## src/rtl/mult_sa_arb.sv

```systemverilog
// Round-robin arbiter that shares one mult_sa multiplier among N_REQ clients.
// One transaction in flight: grant, issue pulse, wait for result, respond.
module mult_sa_arb #(
  parameter int N_REQ = 4,
  parameter int A_DW  = 8,
  parameter int B_DW  = 4
) (
  input  logic                    clk_i,
  input  logic                    rst_ni,
  input  logic [N_REQ-1:0]        req_vld_i,
  output logic [N_REQ-1:0]        req_rdy_o,
  input  logic [N_REQ*A_DW-1:0]   req_a_i,
  input  logic [N_REQ*B_DW-1:0]   req_b_i,
  input  logic [2*N_REQ-1:0]      req_tc_mode_i,
  output logic [N_REQ-1:0]        rsp_vld_o,
  input  logic [N_REQ-1:0]        rsp_rdy_i,
  output logic [A_DW+B_DW-1:0]    rsp_c_o,
  output logic                    mul_en_po,
  output logic [A_DW-1:0]         mul_a_o,
  output logic [B_DW-1:0]         mul_b_o,
  output logic [1:0]              mul_tc_mode_o,
  input  logic                    mul_busy_i,
  input  logic                    mul_c_vld_i,
  input  logic [A_DW+B_DW-1:0]    mul_c_i,
  output logic                    busy_o,
  output logic                    err_o
);

  localparam int PW = (N_REQ > 1) ? $clog2(N_REQ) : 1;

  typedef enum logic [1:0] {
    IDLE,
    ISSUE,
    WAIT,
    RESP
  } state_t;

  state_t        state_q, state_d;
  logic [PW-1:0] ptr_q, gnt_q, win;
  logic          win_vld;
  logic          req_hs, rsp_hs;
  int            idx;

  // First valid slot scanning from ptr_q with wrap-around.
  always_comb begin
    win     = ptr_q;
    win_vld = 1'b0;
    idx     = 0;
    for (int i = 0; i < N_REQ; i++) begin
      idx = int'(ptr_q) + i;
      if (idx >= N_REQ) idx = idx - N_REQ;
      if (!win_vld && req_vld_i[PW'(idx)]) begin
        win_vld = 1'b1;
        win     = PW'(idx);
      end
    end
  end

  assign req_hs = (state_q == IDLE) && win_vld;
  assign rsp_hs = (state_q == RESP) && rsp_rdy_i[gnt_q];

  always_comb begin
    req_rdy_o = '0;
    rsp_vld_o = '0;
    if (req_hs) req_rdy_o[win] = 1'b1;
    if (state_q == RESP) rsp_vld_o[gnt_q] = 1'b1;
  end

  always_ff @(posedge clk_i or negedge rst_ni) begin
    if (!rst_ni) state_q <= IDLE;
    else         state_q <= state_d;
  end

  always_comb begin
    state_d   = state_q;
    mul_en_po = 1'b0;
    busy_o    = (state_q != IDLE);
    unique case (state_q)
      IDLE:  if (win_vld) state_d = ISSUE;
      ISSUE: begin
        if (!mul_busy_i) begin
          mul_en_po = 1'b1;
          state_d   = WAIT;
        end
      end
      WAIT:  if (mul_c_vld_i) state_d = RESP;
      RESP:  if (rsp_hs) state_d = IDLE;
      default: state_d = IDLE;
    endcase
  end

  always_ff @(posedge clk_i or negedge rst_ni) begin
    if (!rst_ni) begin
      mul_a_o       <= '0;
      mul_b_o       <= '0;
      mul_tc_mode_o <= '0;
      gnt_q         <= '0;
      ptr_q         <= '0;
      rsp_c_o       <= '0;
      err_o         <= 1'b0;
    end else begin
      if (req_hs) begin
        mul_a_o       <= req_a_i[int'(win)*A_DW +: A_DW];
        mul_b_o       <= req_b_i[int'(win)*B_DW +: B_DW];
        mul_tc_mode_o <= req_tc_mode_i[int'(win)*2 +: 2];
        gnt_q         <= win;
      end
      if (mul_c_vld_i) begin
        if (state_q == WAIT) rsp_c_o <= mul_c_i;
        else                 err_o   <= 1'b1;
      end
      if (rsp_hs) begin
        ptr_q <= (gnt_q == PW'(N_REQ - 1)) ? '0 : gnt_q + PW'(1);
      end
    end
  end

endmodule

```

## config.mk

```make
export PLATFORM = sky130hd
export DESIGN_NAME = mult_sa_arb
export DESIGN_NICKNAME = d
export VERILOG_FILES = /design/src/rtl/mult_sa_arb.sv
export SDC_FILE = /design/constraint.sdc
export NUM_CORES = 1
export LEC_CHECK = 0
export ABC_CLOCK_PERIOD_IN_PS = 7700
export CORE_MARGIN = 2
export CORE_UTILIZATION = 42
export CTS_CLUSTER_DIAMETER = 120
export DETAILED_ROUTE_END_ITERATION = 10
export PLACE_DENSITY_LB_ADDON = 0.08
export SLEW_MARGIN = 30
export SYNTH_ARGS = -nofsm -noshare
export SYNTH_HDL_FRONTEND = slang
export SYNTH_SLANG_ARGS = --single-unit
```

## constraint.sdc

```tcl
create_clock -name clk_i -period 7.7 [get_ports clk_i]
set_clock_uncertainty 0.2 [all_clocks]
set_input_delay 1.925 -clock clk_i [delete_from_list [all_inputs] [get_ports clk_i]]
set_output_delay 1.925 -clock clk_i [all_outputs]
set_load 0.02 [all_outputs]
```

Figure 1. Signal wires on met1.
Supply wires on this layer in grey.
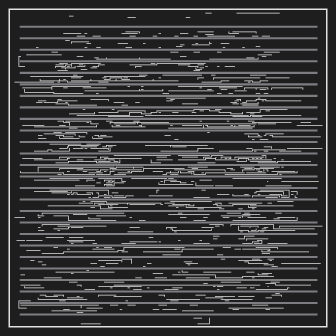
326 nets have wire on it. The layer holds 44% of the routed length. The wires run mostly horizontal.

Figure 2. M2 wires.
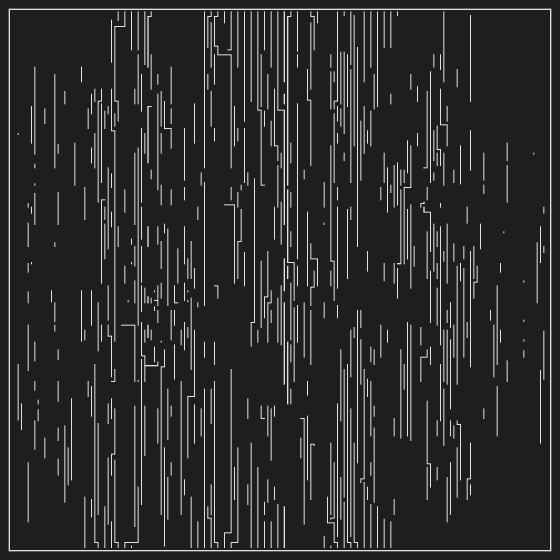
The layer holds 48% of the routed length. The longest straight run is 29.1 um. 341 nets have wire on it. The layer carries 2780 um of wire. The wires run mostly vertical.

Figure 3. Met3 routing.
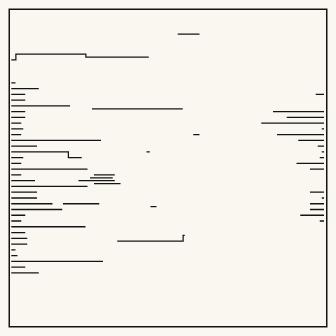
The layer carries 420 um of wire. 60 nets have wire on it. The longest straight run is 21.4 um. The wires run mostly horizontal.

Figure 4. Clock wiring as the flow saved it.
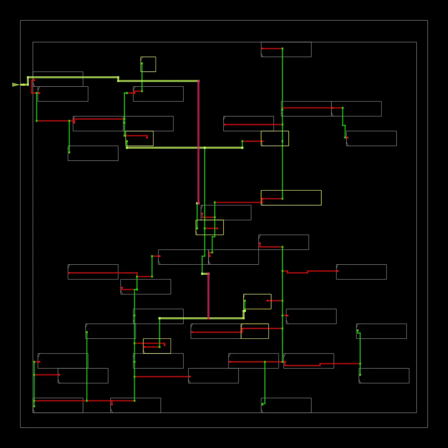
number of sinks driven by the clock tree: 33
Seq cells: 33
layout clock buffer count: 6
clock latency reported for the late side of the worst-skew pair: 0.29 ns
power attributed to the clock group: 0.000173 W

Figure 5. Wiring heat map.
Scale bar: 20 um. 15 x 15 tiles, from dark purple (low) to yellow (high), scaled to the fullest tile. Values are wire area over tile area, all layers added.
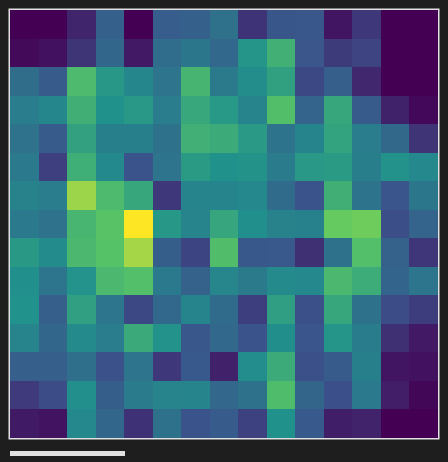
The mean over all tiles is 0.17. The fullest tile reaches 0.45. 24% of the tiles are over half the peak. The emptiest ninth of the die: north-east.

==> impl_metrics.ini <==
; synthesis and place-and-route metrics
[global_route]
antenna_found_initial = 0
grt_remaining_overflow = 0
globalRouteTotalUtil = 0.212
largest_net_degree_at_the_start_of_global_routing = 34

[placement]
place_congestion = 0.806
hpwlAfterDp_um = 4330

[clock_tree]
clock_path_buffers = 2
cts_resized = 0
cts_buffers = 5

[final_layout]
instances_no_fill = 368
areaGrowthSynthToFinish_pct = 62.5
post_route_cells_drive_above_1_share = 0.173
comb_area_share = 0.344
logic_gates = 134
buffer_area_frac = 0.347
multiInputGateArea_um2 = 1170
top_area_cell_class = non-clock buffers
buffers_excl_clock = 119
area_share_clock_buf_inv = 0.0352
filler_cell_count = 382
sh_seq_area = 0.242
final_common_cell = sky130_fd_sc_hd__clkdlybuf4s50_1

[critical_path]
worstPathBufferInverterCount = 2
worst_r2r_path_depth = 5
start_kind = primary input
worst_path_dominant_cell_family = buffers and inverters
critical_setup_path_kind = primary input to output pin
worstReg2RegStart = ptr_q[0]

[die]
fp_util = 0.439
chipWidth_um = 74.7
core.rowCount = 25

[run]
warning_count = 33

[yosys]
syn_area_per_cell_um2 = 11.2
post_synth_instance_area_um2 = 2100
ys_area_um2 = 2100
syn-instance-count = 187
synth-edff-count = 0
share_of_synthesized_area_occupied_by_flip_flops_and_latches = 0.393
async_reset_ff_frac = 1.00
numSynthFlops = 33

[final_timing]
grt_setup_unrepaired = no
max_slew_violations = 0
max_clock_freq_mhz = 155
setup_viol = 0

[drt]
drt_first_pass_iters = 4
drc = 0
post_drt_wl_per_cell_um = 15.6
antenna_left = 0

[hold_path]
worstHoldEndpoint = err_o

[outcome]
status = completed
power by group:
group	switching [W]	internal, W	total [W]
registers	0.0000539	0.000260	0.000314
clock network	0.0000682	0.000105	0.000173
logic	0.000356	0.000340	0.000697
total	0.000478	0.000705	0.00118
layer usage:
layer  GRT usage  vias up  part of all wire  wire [um]
met5           0        -                 0          0
met2       0.324       72              0.48       2780
met1       0.287      925              0.44       2510
met3      0.0683        6             0.073        419
met4      0.0635        0            0.0094         54
li1            -      921                 -          -
flip-flops by register name (all words and copies together), names as in the netlist:
name           flops
rsp_c_o           12
mul_a_o            8
mul_b_o            4
gnt_q              2
mul_tc_mode_o      2
ptr_q              2
state_q            2
err_o              1
worst max path at each step:
stage,endpoint,from,slack (ns),depth (start not counted)
global placement,req_rdy_o[3],req_vld_i[0],1.38,6
CTS,req_rdy_o[0],req_vld_i[3],1.31,6
global route,req_rdy_o[0],req_vld_i[3],1.17,6
detailed placement,req_rdy_o[0],req_vld_i[3],1.33,6
finish,req_rdy_o[0],req_vld_i[3],1.27,6
floorplan,req_rdy_o[1],req_vld_i[2],2.32,6
through the flow:
step | hold slack, ns | util | cell area (um2) | total power (W) | setup slack, ns
6_report | 0.288 | 0.713 | 3410 | 0.00118 | 1.27
5_1_grt | 0.328 | 0.713 | 3410 | 0.00126 | 1.17
4_1_cts | 0.289 | 0.713 | 3410 | 0.00120 | 1.31
3_5_place_dp | 0.267 | 0.688 | 3290 | 0.00102 | 1.33
3_3_place_gp | 0.261 | 0.688 | 3290 | 0.00100 | 1.38
2_1_floorplan | 0.308 | - | 2100 | 0.000753 | 2.32
kinds of logic after synthesis:
family,after synthesis,share of synthesized area
and+or+nand+nor,54,0.153
buffers and inverters,20,0.0501
DFF,33,0.393
AOI/OAI and AO/OA,42,0.198
muxes,29,0.153
adders and majority gates,9,0.0536
Power and IR drop assume default switching activity.
